--- src/rtl/game_pkg.sv ---
// Shared types and constants for the snake game phase controller.
package game_pkg;

  typedef enum logic [2:0] {
    ST_IDLE  = 3'd0,
    ST_COUNT = 3'd1,
    ST_PLAY  = 3'd2,
    ST_PAUSE = 3'd3,
    ST_OVER  = 3'd4,
    ST_WIN   = 3'd5
  } game_state_t;

  localparam int SCORE_DIGITS = 3;
  localparam int SCORE_W      = 4 * SCORE_DIGITS;

endpackage

--- src/rtl/game_sequencer_bcd_counter.sv ---
// N-digit packed BCD counter with clear, increment and saturation at all nines.
module bcd_counter #(
  parameter int DIGITS = 3
) (
  input  logic                  clk,
  input  logic                  rst_n,
  input  logic                  i_clr,
  input  logic                  i_inc,
  output logic [4*DIGITS-1:0]   o_value,
  output logic [4*DIGITS-1:0]   o_next
);

  logic [4*DIGITS-1:0] val_q, val_d;
  logic                all9;
  logic                carry;

  always_comb begin
    val_d = val_q;
    all9  = 1'b1;
    carry = 1'b1;
    for (int k = 0; k < DIGITS; k++) begin
      if (val_q[4*k +: 4] != 4'd9) all9 = 1'b0;
    end
    if (i_clr) begin
      val_d = '0;
    end else if (i_inc && !all9) begin
      // Ripple the carry digit by digit; a 9 rolls to 0 and passes it on.
      for (int k = 0; k < DIGITS; k++) begin
        if (carry) begin
          if (val_q[4*k +: 4] == 4'd9) begin
            val_d[4*k +: 4] = 4'd0;
          end else begin
            val_d[4*k +: 4] = val_q[4*k +: 4] + 4'd1;
            carry           = 1'b0;
          end
        end
      end
    end
  end

  always_ff @(posedge clk) begin
    if (!rst_n) val_q <= '0;
    else        val_q <= val_d;
  end

  assign o_value = val_q;
  assign o_next  = val_d;

endmodule

--- src/rtl/game_sequencer.sv ---
// Snake game phase controller: IDLE/COUNT/PLAY/PAUSE/OVER/WIN, BCD score and high score.
// Define GAME_SEQ_AUTORESTART_EN to let OVER/WIN time out back to IDLE after END_FRAMES frames.
module game_sequencer
  import game_pkg::*;
#(
  parameter int COUNTDOWN_FRAMES = 60,
  parameter int END_FRAMES       = 600
) (
  input  logic               clk,
  input  logic               rst_n,
  input  logic               i_restart,
  input  logic               i_start,
  input  logic               i_pause,
  input  logic               i_vsync,
  input  logic               i_failure,
  input  logic               i_success,
  input  logic               i_eat,
  output logic [2:0]         o_state,
  output logic               o_run,
  output logic [1:0]         o_countdown,
  output logic [SCORE_W-1:0] o_score,
  output logic [SCORE_W-1:0] o_high,
  output logic               o_new_high,
  output logic               o_game_rst
);

  localparam int MAXF  = (COUNTDOWN_FRAMES > END_FRAMES) ? COUNTDOWN_FRAMES : END_FRAMES;
  localparam int CNT_W = (MAXF > 1) ? $clog2(MAXF) : 1;
  localparam logic [CNT_W-1:0] CD_LAST = CNT_W'(COUNTDOWN_FRAMES - 1);

  game_state_t          state_q, state_d;
  logic                 vsync_q, pause_q;
  logic [CNT_W-1:0]     cnt_q, cnt_d;
  logic [1:0]           cd_q, cd_d;
  logic                 run_q, run_d;
  logic [SCORE_W-1:0]   high_q, high_d;
  logic                 nh_q, nh_d;
  logic                 grst_q, grst_d;
  logic [SCORE_W-1:0]   score, score_next;
  logic                 frame_ev, pause_ev, cd_wrap, end_wrap;

  assign frame_ev = i_vsync & ~vsync_q;
  assign pause_ev = i_pause & ~pause_q;
  assign cd_wrap  = frame_ev && (cnt_q == CD_LAST);
`ifdef GAME_SEQ_AUTORESTART_EN
  localparam logic [CNT_W-1:0] END_LAST = CNT_W'(END_FRAMES - 1);
  assign end_wrap = frame_ev && (cnt_q == END_LAST);
`else
  assign end_wrap = 1'b0;
`endif

  always_ff @(posedge clk) begin
    if (!rst_n) begin
      state_q <= ST_IDLE;
      vsync_q <= 1'b0;
      pause_q <= 1'b0;
      cnt_q   <= '0;
      cd_q    <= 2'd0;
      run_q   <= 1'b0;
      high_q  <= '0;
      nh_q    <= 1'b0;
      grst_q  <= 1'b0;
    end else begin
      state_q <= state_d;
      vsync_q <= i_vsync;
      pause_q <= i_pause;
      cnt_q   <= cnt_d;
      cd_q    <= cd_d;
      run_q   <= run_d;
      high_q  <= high_d;
      nh_q    <= nh_d;
      grst_q  <= grst_d;
    end
  end

  always_comb begin
    state_d = state_q;
    if (i_restart) begin
      state_d = ST_IDLE;
    end else begin
      case (state_q)
        ST_IDLE:  if (i_start) state_d = ST_COUNT;
        ST_COUNT: if (cd_wrap && cd_q == 2'd1) state_d = ST_PLAY;
        ST_PLAY: begin
          if (i_failure)      state_d = ST_OVER;
          else if (i_success) state_d = ST_WIN;
          else if (pause_ev)  state_d = ST_PAUSE;
        end
        ST_PAUSE: if (pause_ev) state_d = ST_PLAY;
        ST_OVER, ST_WIN: if (end_wrap) state_d = ST_IDLE;
        default:  state_d = ST_IDLE;
      endcase
    end
  end

  always_comb begin
    cnt_d  = cnt_q;
    cd_d   = cd_q;
    high_d = high_q;
    nh_d   = nh_q;
    grst_d = 1'b0;
    run_d  = (state_d == ST_PLAY);
    if (i_restart) begin
      cnt_d = '0;
      cd_d  = 2'd0;
      nh_d  = 1'b0;
    end else begin
      case (state_q)
        ST_IDLE: begin
          if (state_d == ST_COUNT) begin
            cnt_d = '0;
            cd_d  = 2'd3;
          end
        end
        ST_COUNT: begin
          if (cd_wrap) begin
            cnt_d = '0;
            cd_d  = cd_q - 2'd1;
          end else if (frame_ev) begin
            cnt_d = cnt_q + CNT_W'(1);
          end
        end
        ST_PLAY: begin
          // Packed BCD orders the same as binary, so a plain compare suffices.
          if (state_d == ST_OVER || state_d == ST_WIN) begin
            cnt_d = '0;
            nh_d  = (score_next > high_q);
            if (score_next > high_q) high_d = score_next;
          end
        end
        ST_OVER, ST_WIN: begin
`ifdef GAME_SEQ_AUTORESTART_EN
          if (end_wrap) begin
            cnt_d  = '0;
            grst_d = 1'b1;
            nh_d   = 1'b0;
          end else if (frame_ev) begin
            cnt_d = cnt_q + CNT_W'(1);
          end
`endif
        end
        default: ;
      endcase
    end
  end

  bcd_counter #(.DIGITS(SCORE_DIGITS)) u_score (
    .clk     (clk),
    .rst_n   (rst_n),
    .i_clr   (i_restart | grst_d),
    .i_inc   ((state_q == ST_PLAY) & i_eat & ~i_restart),
    .o_value (score),
    .o_next  (score_next)
  );

  assign o_state     = state_q;
  assign o_run       = run_q;
  assign o_countdown = cd_q;
  assign o_score     = score;
  assign o_high      = high_q;
  assign o_new_high  = nh_q;
  assign o_game_rst  = grst_q;

endmodule

--- config.mk ---
export PLATFORM = sky130hd
export DESIGN_NAME = game_sequencer
export DESIGN_NICKNAME = d
export VERILOG_FILES = /design/src/rtl/game_pkg.sv /design/src/rtl/game_sequencer_bcd_counter.sv /design/src/rtl/game_sequencer.sv
export SDC_FILE = /design/constraint.sdc
export NUM_CORES = 1
export LEC_CHECK = 0
export CAP_MARGIN = 15
export CORE_ASPECT_RATIO = 1.1
export CORE_MARGIN = 4
export CORE_UTILIZATION = 50
export DETAILED_ROUTE_END_ITERATION = 8
export MAX_ROUTING_LAYER = met4
export PLACE_DENSITY = 0.82
export SLEW_MARGIN = 10
export SYNTH_ARGS = -nofsm -noshare
export SYNTH_HDL_FRONTEND = slang
export SYNTH_HIERARCHICAL = 1
export SYNTH_SLANG_ARGS = --single-unit
--- constraint.sdc ---
create_clock -name clk -period 5.22 [get_ports clk]
set_clock_uncertainty 0.15 [all_clocks]
set_input_delay 1.044 -clock clk [delete_from_list [all_inputs] [get_ports clk]]
set_output_delay 1.044 -clock clk [all_outputs]
set_load 0.01 [all_outputs]
==> impl_metrics.csv, run 1 <==
group,metric,value,unit
outcome,outcome,"completed",
yosys,common_cells,"43 x dfxtp_1, 33 x nor2_1, 26 x nand2_1",
critical_path,cp-start-kind,"input port",
sta,rsz0062_at_grt,"no",
route,drc_errors,0,
sta,final.setup.tns,0,ps
global_route,grtUsageTotal,20.5,%
global_route,grt_util_met3,3.11,%
cells_and_area,diodes,0,
critical_path,critical-path-top-delay-family,"simple AND/OR/NAND/NOR gates",
die,rows,28,
pwr,switchingPower,0.140,mW
critical_path,reg2reg_slack,1360,ps
yosys,top_cell_area_share,30.3,%
yosys,aoi_share,21.7,%
clock_tree,clock_latency,290,ps
route,detail-route-antenna-nets,0,
global_route,grt_max_degree,32,
yosys,synth_top_cell_by_area,"dfxtp_1",
pwr,p_seq,0.332,mW
cells_and_area,layout.nets,398,
sta,fin_crit,4520,ps
critical_path,critPathBufInv,1,
critical_path,r2r-end,"o_high[0]",
yosys,top_logic_kind,"simple AND/OR/NAND/NOR gates",
route,drt-met1-wl,2930,um
yosys,synth.area.top_cells,"dfxtp_1 30%, ha_1 6.2%, nor2_1 4.4%",
route,wire_per_inst,14.8,um
yosys,syn_avg_cell_area,8.25,sq um
die,die_area,6940,sq um
critical_path,critPathKind,"input port to flip-flop",
yosys,syn_inst,344,
yosys,syn_area,2840,sq um
pwr,p_clk_share,38.4,%
pwr,seq_power_share,54.5,%
sta,worst_slew_pin_slew,681,ps
cells_and_area,post-route-util,62.1,%
flow_run,maxCapViolations,0,
critical_path,reg2reg_from,"o_state[2]",
yosys,ys_area,2840,sq um
yosys,ys_sh_mux,1.94,%
route,route.met3.wl,200,um
yosys,fa_ha_area_share,6.18,%
cells_and_area,layout.nonclk_buf_share,12.9,%
route,via_count,2676,
yosys,most_common_cell,"dfxtp_1",
yosys,ys.flops,43,
hold_path,min_path_cells,2,
global_route,grt_pass1_wl,11300,um
global_route,grt_pass1_vias,2546,
yosys,synthesis.nets,367,
critical_path,end_kind,"flip-flop",
sta,slew_headroom,54.6,%
cells_and_area,clockBufferCount,8,
global_route,overflow,0,
pwr,p_leak,1.13,nW
route,viasPerCell,5.93,
route,top_layer,"met4",
pwr,p_clk,0.234,mW
clock_tree,cts-root-buf,"clkbuf_8",
route,drt_iter0_markers,147,
yosys,synthFlopType,"dfxtp_1",
global_route,grt_busiest_layer,"met2",
cells_and_area,clkCellAreaFrac,2.97,%
yosys,ys_cells,344,
clock_tree,cts_resized,0,
yosys,simple_gate_area_share,32.2,%
route,routed_wl,6660,um
sta,hold_viol_final,0,
clock_tree,cts_buffers,5,
critical_path,ff2ff_path_depth,12,
global_route,grt_use_met1,24.2,%
die,core,5430,sq um
cells_and_area,final-seq-area,861,sq um
clock_tree,clockBufferDepth,2,
clock_tree,cts_tree,"built",
global_route,grt_antenna_before_repair,0,
global_route,grtUsageMet2,36.1,%
[run 1: metrics by stage]
step	total power, mW	std cells	hold WS (ps)
floorplan	0.367	344	317
global placement	0.382	443	330
detailed placement	0.383	443	335
CTS	0.618	451	349
global route	0.635	451	384
finish	0.609	451	345
[run 1: worst max path at each step]
stage                end  slack [ps]  cells past startpoint       from
2_1_floorplan  o_high[2]        1180                     14  i_restart
3_3_place_gp   o_high[0]         600                     13  i_restart
3_5_place_dp   o_high[2]         430                     13  i_restart
4_1_cts        o_high[2]         730                     13  i_restart
5_1_grt        o_high[1]         450                     13  i_restart
6_report       o_high[0]         700                     13  i_restart
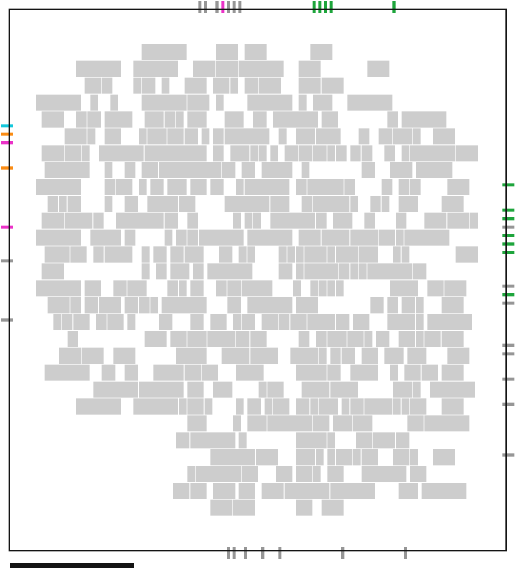
Fig. 1. Pin placement (run 1).
Scale bar: 20 um. Pins as bars across the die edge, other pins in grey.
legend:
  green:
    port: o_score
    pins: 12
    direction: output
    edge: 7 right, 5 top
  magenta:
    port: o_state
    pins: 3
    direction: output
    edge: 2 left, 1 top
  cyan:
    port: clk
    pins: 1
    direction: input
    edge: left
  orange:
    port: o_countdown
    pins: 2
    direction: output
    edge: left
all pins by edge: 15 right, 12 top, 7 left, 7 bottom
Die X: 79.8 um
die height: 87.0 um
port bufs: 39

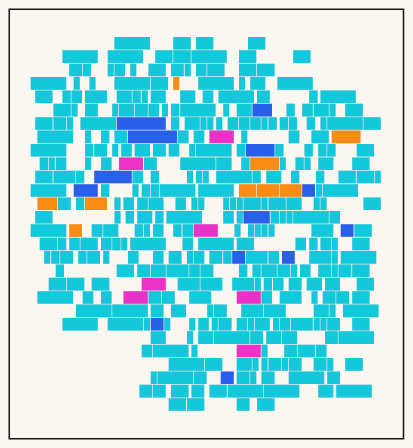
Fig. 2. Drive-strength map (run 1).
legend:
  cyan:
    size: x1 and smaller
    cells: 347
  magenta:
    size: x6 and larger
    cells: 7
  blue:
    size: x3 and x4
    cells: 13
  orange:
    size: x2
    cells: 9
layout overhead on the synthesized area: 18.8%
Worst Slack Setup Final: 696 ps
post-route cell area: 3370 sq um
Non-clock buffers: 45

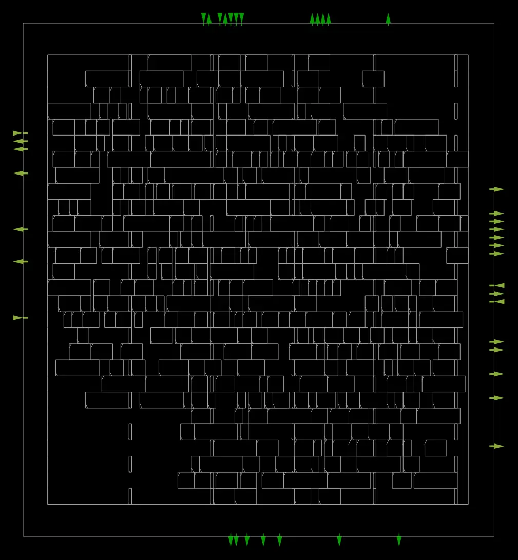
Fig. 3. Placement view (run 1).
n_taps: 75
Seq area share: 25.5%
layout filler cell count: 470
num sequential: 43

Fig. 4: run 1, close-up of the layout
Window x 50 to 70, y 55 to 75 um. Cells in grey, sequential cells in the stronger grey; small squares are vias.
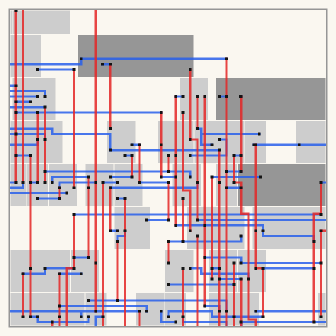

==> run 1 -> run 2 <==
--- a/config.mk
+++ b/config.mk
@@ -7,7 +7,7 @@
 export LEC_CHECK = 0
 export CAP_MARGIN = 15
 export CORE_ASPECT_RATIO = 1.1
-export CORE_MARGIN = 4
+export CORE_MARGIN = 2
 export CORE_UTILIZATION = 50
 export DETAILED_ROUTE_END_ITERATION = 8
 export MAX_ROUTING_LAYER = met4
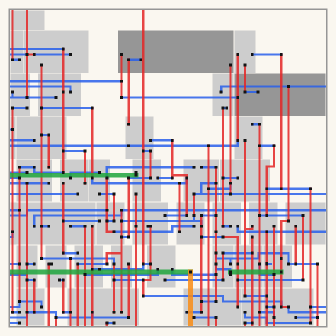
Fig. 5. Close-up of the layout (run 2).
Window x 47 to 67, y 52 to 72 um. Cells in grey, sequential cells in the stronger grey; small squares are vias.
legend:
  green:
    layer: M3
  blue:
    layer: M1
  red:
    layer: M2
  orange:
    layer: M4
sequential cells in the window: 2
most frequent: nor3_1 (4), nor2_1 (4), a21oi_1 (4)
cells with their middle in the window: 35
netlist names of flops here include: u_score/o_value (2)

==> impl_metrics.csv, run 2 <==
group,metric,value,unit
critical_path,critPathBufInv,1,
sta,final.setup.tns,0,ps
die,die_h,83.0,um
pwr,p_seq,0.332,mW
cells_and_area,clkCellAreaFrac,3.49,%
cells_and_area,final-seq-area,861,sq um
cells_and_area,sh_comb_area,53.5,%
pwr,power,0.652,mW
cells_and_area,clockBufferCount,6,
cells_and_area,diodes,0,
route,drt_iter0_markers,202,
yosys,ys_cells,344,
die,rows,28,
yosys,top_cell_area_share,30.3,%
cells_and_area,seq_share,25.5,%
die,core,5430,sq um
pwr,p_clk_share,42.3,%
global_route,grt_antenna_before_repair,0,
sta,hold_viol_final,0,
pwr,top_power_group,"registers",
yosys,synth.area.top_cells,"dfxtp_1 30%, ha_1 6.2%, nor2_1 4.4%",
critical_path,required,5290,ps
yosys,ys_sh_mux,1.94,%
yosys,simple_gate_area_share,32.2,%
sta,fin_crit,4560,ps
cells_and_area,n_sequential_cell,43,
cells_and_area,area_growth,18.9,%
critical_path,end_kind,"flip-flop",
critical_path,cp_max_fo,25,
sta,slew_headroom,47.8,%
clock_tree,cts-root-buf,"clkbuf_8",
cells_and_area,layout.nets,396,
global_route,overflow,0,
critical_path,worstPathCellList,"clkdlybuf4s50_1 > nor2_1 > and4_1 > nand2_1 > nor3_4 > nand3_2 > mux2_4 > ha_1 > and4_1 > nand4_1 > o21a_1 > o311ai_0 > o211ai_1",
flow_run,maxCapViolations,0,
route,detail-route-antenna-nets,0,
pwr,p_clk,0.276,mW
critical_path,critPathKind,"input port to flip-flop",
route,via_count,2692,
yosys,synthFlopType,"dfxtp_1",
sta,worst_slew_pin_slew,783,ps
global_route,grt_pass1_vias,2466,
yosys,synthesis.nets,367,
critical_path,reg2reg_slack,1310,ps
yosys,ys.flops,43,
cells_and_area,fillers,482,
outcome,outcome,"completed",
clock_tree,cts_tree,"built",
cells_and_area,signal_buffers,43,
yosys,common_cells,"43 x dfxtp_1, 33 x nor2_1, 26 x nand2_1",
yosys,synth_top_cell_by_area,"dfxtp_1",
route,viasPerCell,6.00,
route,drc_errors,0,
yosys,most_common_cell,"dfxtp_1",
yosys,fa_ha_area_share,6.18,%
yosys,syn_avg_cell_area,8.25,sq um
route,routed_wl,6890,um
sta,rsz0062_at_grt,"no",
cells_and_area,final_area,3370,sq um
pwr,switchingPower,0.150,mW
place,port_buffers,39,
die,die_area,6290,sq um
yosys,ys_area,2840,sq um
sta,max_freq,219,MHz
cells_and_area,post-route-util,62.1,%
clock_tree,clockBufferDepth,2,
route,wire_per_inst,15.3,um
yosys,top_logic_kind,"simple AND/OR/NAND/NOR gates",
global_route,grt_pass1_wl,11500,um
clock_tree,cts_resized,0,
pwr,seq_power_share,50.9,%
yosys,yosys_warnings,6,
yosys,syn_area,2840,sq um
critical_path,cp-start-kind,"input port",
global_route,grt_max_degree,32,
yosys,syn_inst,344,
die,tapCellCount,75,
critical_path,critical-path-top-delay-family,"simple AND/OR/NAND/NOR gates",
yosys,aoi_share,21.7,%
pwr,p_leak,1.13,nW
run 2: cell count changes in the layout (fill, tap and decap cells not counted), sizes merged:
cell    before  now
buf          6    4
bufinv       0    1
clkbuf       8    6
clkinv       0    1
run 2: final timing paths:
kind | start | cells past startpoint | to
min reg2reg | o_new_high | 2 | o_new_high
max | i_restart | 13 | o_high[0]
min | o_new_high | 2 | o_new_high
max reg2reg | o_state[2] | 12 | o_high[0]
run 2: per-layer routing:
layer  GRT usage, %  wire (um)
met1           28.2       3010
met2           39.1       3570
met3           4.00        233
met4           5.90         74
met5              -          0
run 2: metrics by stage:
step	cells	setup slack [ps]	hold WS, ps
after global routing	449	357	376
after floorplan	344	1180	317
final	449	657	349
after CTS	449	673	348
after global placement	441	549	329
after detailed placement	441	406	335
Fig. 6: run 2, pin placement
Scale bar: 20 um. Pins as bars across the die edge, other pins in grey.
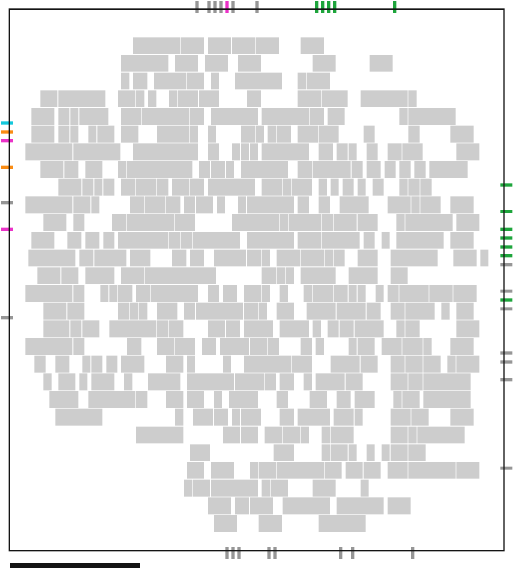

==> run 2 -> run 3 <==
--- a/config.mk
+++ b/config.mk
@@ -11,9 +11,9 @@
 export CORE_UTILIZATION = 50
 export DETAILED_ROUTE_END_ITERATION = 8
 export MAX_ROUTING_LAYER = met4
-export PLACE_DENSITY = 0.82
+export PLACE_DENSITY = 0.84
 export SLEW_MARGIN = 10
 export SYNTH_ARGS = -nofsm -noshare
 export SYNTH_HDL_FRONTEND = slang
-export SYNTH_HIERARCHICAL = 1
 export SYNTH_SLANG_ARGS = --single-unit
+export TNS_END_PERCENT = 10
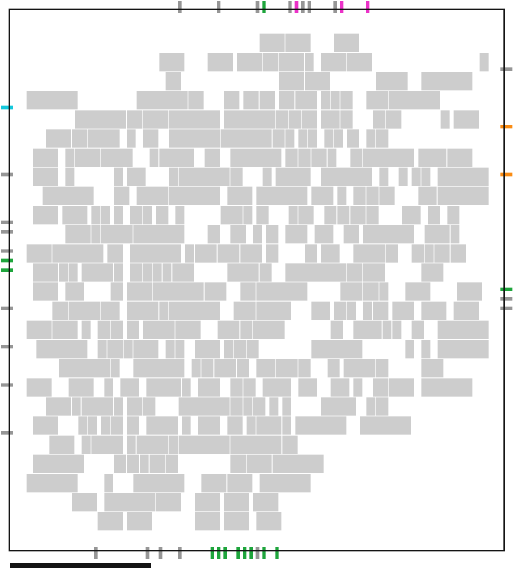
Fig. 7. Pin placement (run 3).
Scale bar: 20 um. Pins as bars across the die edge, other pins in grey.
legend:
  green:
    port: o_score
    pins: 12
    direction: output
    edge: 8 bottom, 2 left, 1 right, 1 top
  orange:
    port: o_countdown
    pins: 2
    direction: output
    edge: right
  cyan:
    port: clk
    pins: 1
    direction: input
    edge: left
  magenta:
    port: o_state
    pins: 3
    direction: output
    edge: top
all pins by edge: 13 bottom, 11 left, 11 top, 6 right

==> impl_metrics.csv, run 3 <==
group,metric,value,unit
outcome,outcome,"completed",
sta,fin_crit,4430,ps
cells_and_area,diodes,0,
route,drt_iter0_markers,109,
cells_and_area,signal_buffers,40,
clock_tree,cts-root-buf,"clkbuf_8",
yosys,ys_sh_mux,2.91,%
global_route,grtUsageTotal,21.3,%
clock_tree,cts_buffers,5,
cells_and_area,final-seq-area,861,sq um
yosys,most_common_cell,"dfxtp_1",
critical_path,reg2reg_from,"o_state[1]",
clock_tree,clock_latency,300,ps
sta,final.setup.tns,0,ps
yosys,synthesis.nets,313,
yosys,syn_inst,290,
route,route.met3.wl,249,um
place,port_buffers,39,
yosys,synthFlopType,"dfxtp_1",
critical_path,path_depth,13,
route,drt-met1-wl,2400,um
yosys,ys_area,2410,sq um
yosys,ys_cells,290,
yosys,ys.flops,43,
cells_and_area,area_growth,20.7,%
hold_path,min_path_cells,2,
critical_path,r2r-end,"o_high[6]",
route,top_layer,"met4",
cells_and_area,layout.nonclk_buf_share,13.7,%
clock_tree,cts_tree,"built",
cells_and_area,fillers,397,
sta,worst_slew_pin_slew,759,ps
hold_path,hold_path_end,"cnt_q[1]",
hold_path,min_from,"cnt_q[1]",
die,core,4650,sq um
sta,rsz0062_at_grt,"no",
die,die_h,76.8,um
global_route,grt_pass1_vias,2008,
global_route,grt_use_met1,25.0,%
route,drc_errors,0,
sta,finalCritPeriodShare,84.9,%
sta,hold_viol_final,0,
yosys,synth.area.top_cells,"dfxtp_1 36%, ha_1 7.3%, a21oi_1 5.2%",
die,rows,26,
critical_path,end_kind,"flip-flop",
flow_run,maxCapViolations,0,
clock_tree,clockBufferDepth,2,
critical_path,crit_path_start,"i_restart",
route,routed_wl,5480,um
critical_path,reg2reg_slack,1540,ps
global_route,grt_max_degree,22,
route,wl_met2,2730,um
yosys,fa_ha_area_share,7.28,%
cells_and_area,sh_comb_area,48.6,%
critical_path,critical-path-top-delay-family,"simple AND/OR/NAND/NOR gates",
cells_and_area,n_sequential_cell,43,
pwr,power,0.579,mW
yosys,simple_gate_area_share,27.5,%
yosys,yosys_warnings,0,
critical_path,cp_data_arrival_time,4470,ps
critical_path,required,5260,ps
pwr,p_leak,1.09,nW
cells_and_area,clockBufferCount,5,
cells_and_area,post-route-util,62.4,%
die,tapCellCount,56,
route,viasPerCell,5.73,
cells_and_area,clkCellAreaFrac,3.06,%
global_route,grt_antenna_before_repair,0,
yosys,common_cells,"43 x dfxtp_1, 31 x nand2_1, 26 x nor2_1",
critical_path,ff2ff_path_depth,12,
sta,max_freq,226,MHz
global_route,grt_pass1_wl,9090,um
yosys,aoi_share,18.3,%
cells_and_area,layout.nets,350,
cells_and_area,seq_share,29.6,%
critical_path,worstPathCellList,"clkdlybuf4s50_1 > nor4b_4 > nand3_1 > nor3_1 > mux2i_1 > nor2_1 > ha_1 > a21oi_1 > o211ai_1 > nor3b_1 > o31a_2 > mux2i_1 > nor2b_1",
yosys,syn_area,2410,sq um
yosys,synth_top_cell_by_area,"dfxtp_1",
critical_path,critPathKind,"input port to flip-flop",
sta,whs,331,ps
route,wire_per_inst,14.3,um
critical_path,cp_max_fo,21,
critical_path,critPathBufInv,1,
run 3: cell count changes in the layout (fill, tap and decap cells not counted), moves of 6 or more:
cell / delta
and2_1: -13
o211ai_1: -10
o311ai_0: -8
nor2b_1: +6
a21oi_1: +11
o21ai_1: -6
o211a_1: +6
nor2_1: -7
or4_1: -11
run 3: power by group:
part	total (mW)	leakage, nW	switching [mW]	internal [mW]
Combinational	0.0363	0.701	0.0220	0.0143
Clock	0.211	0.0402	0.118	0.0931
Sequential	0.331	0.347	0.00188	0.330
run 3: metrics by stage:
step                worst slack (ps)  cells  area, sq um
detailed placement               582    376         2820
CTS                              819    384         2900
global route                     649    384         2900
global placement                 761    376         2820
floorplan                       1250    290         2410
finish                           791    384         2900

==> gallery <==
Placement density heat map.
(a)
8 x 9 tiles, from white (low) to dark blue (high), 0 to 100% covered.
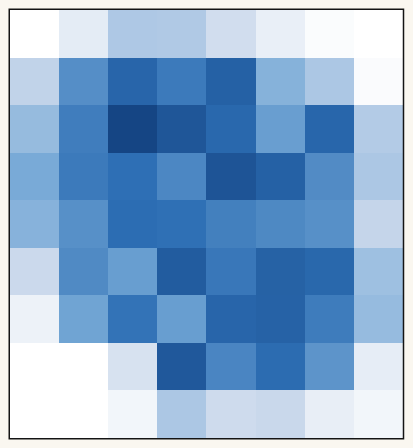
(b)
7 x 8 tiles, from white (low) to dark blue (high), 0 to 100% covered.
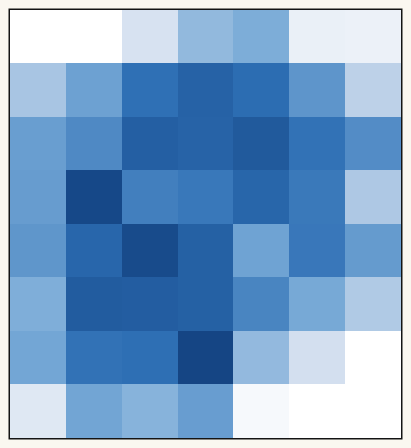
(c)
8 x 8 tiles, from white (low) to dark blue (high), 0 to 100% covered.
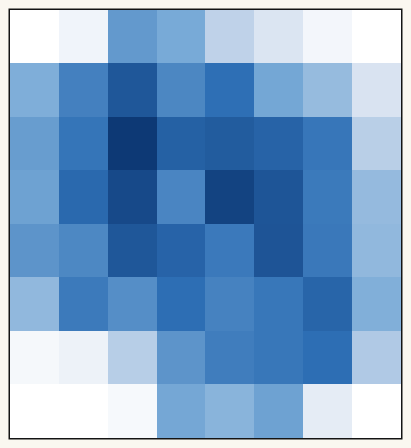
Run 3 is (b).
Run 1 is (a).
Run 2 is (c).

No activity file was given, so power comes from the tool's default toggle rates.
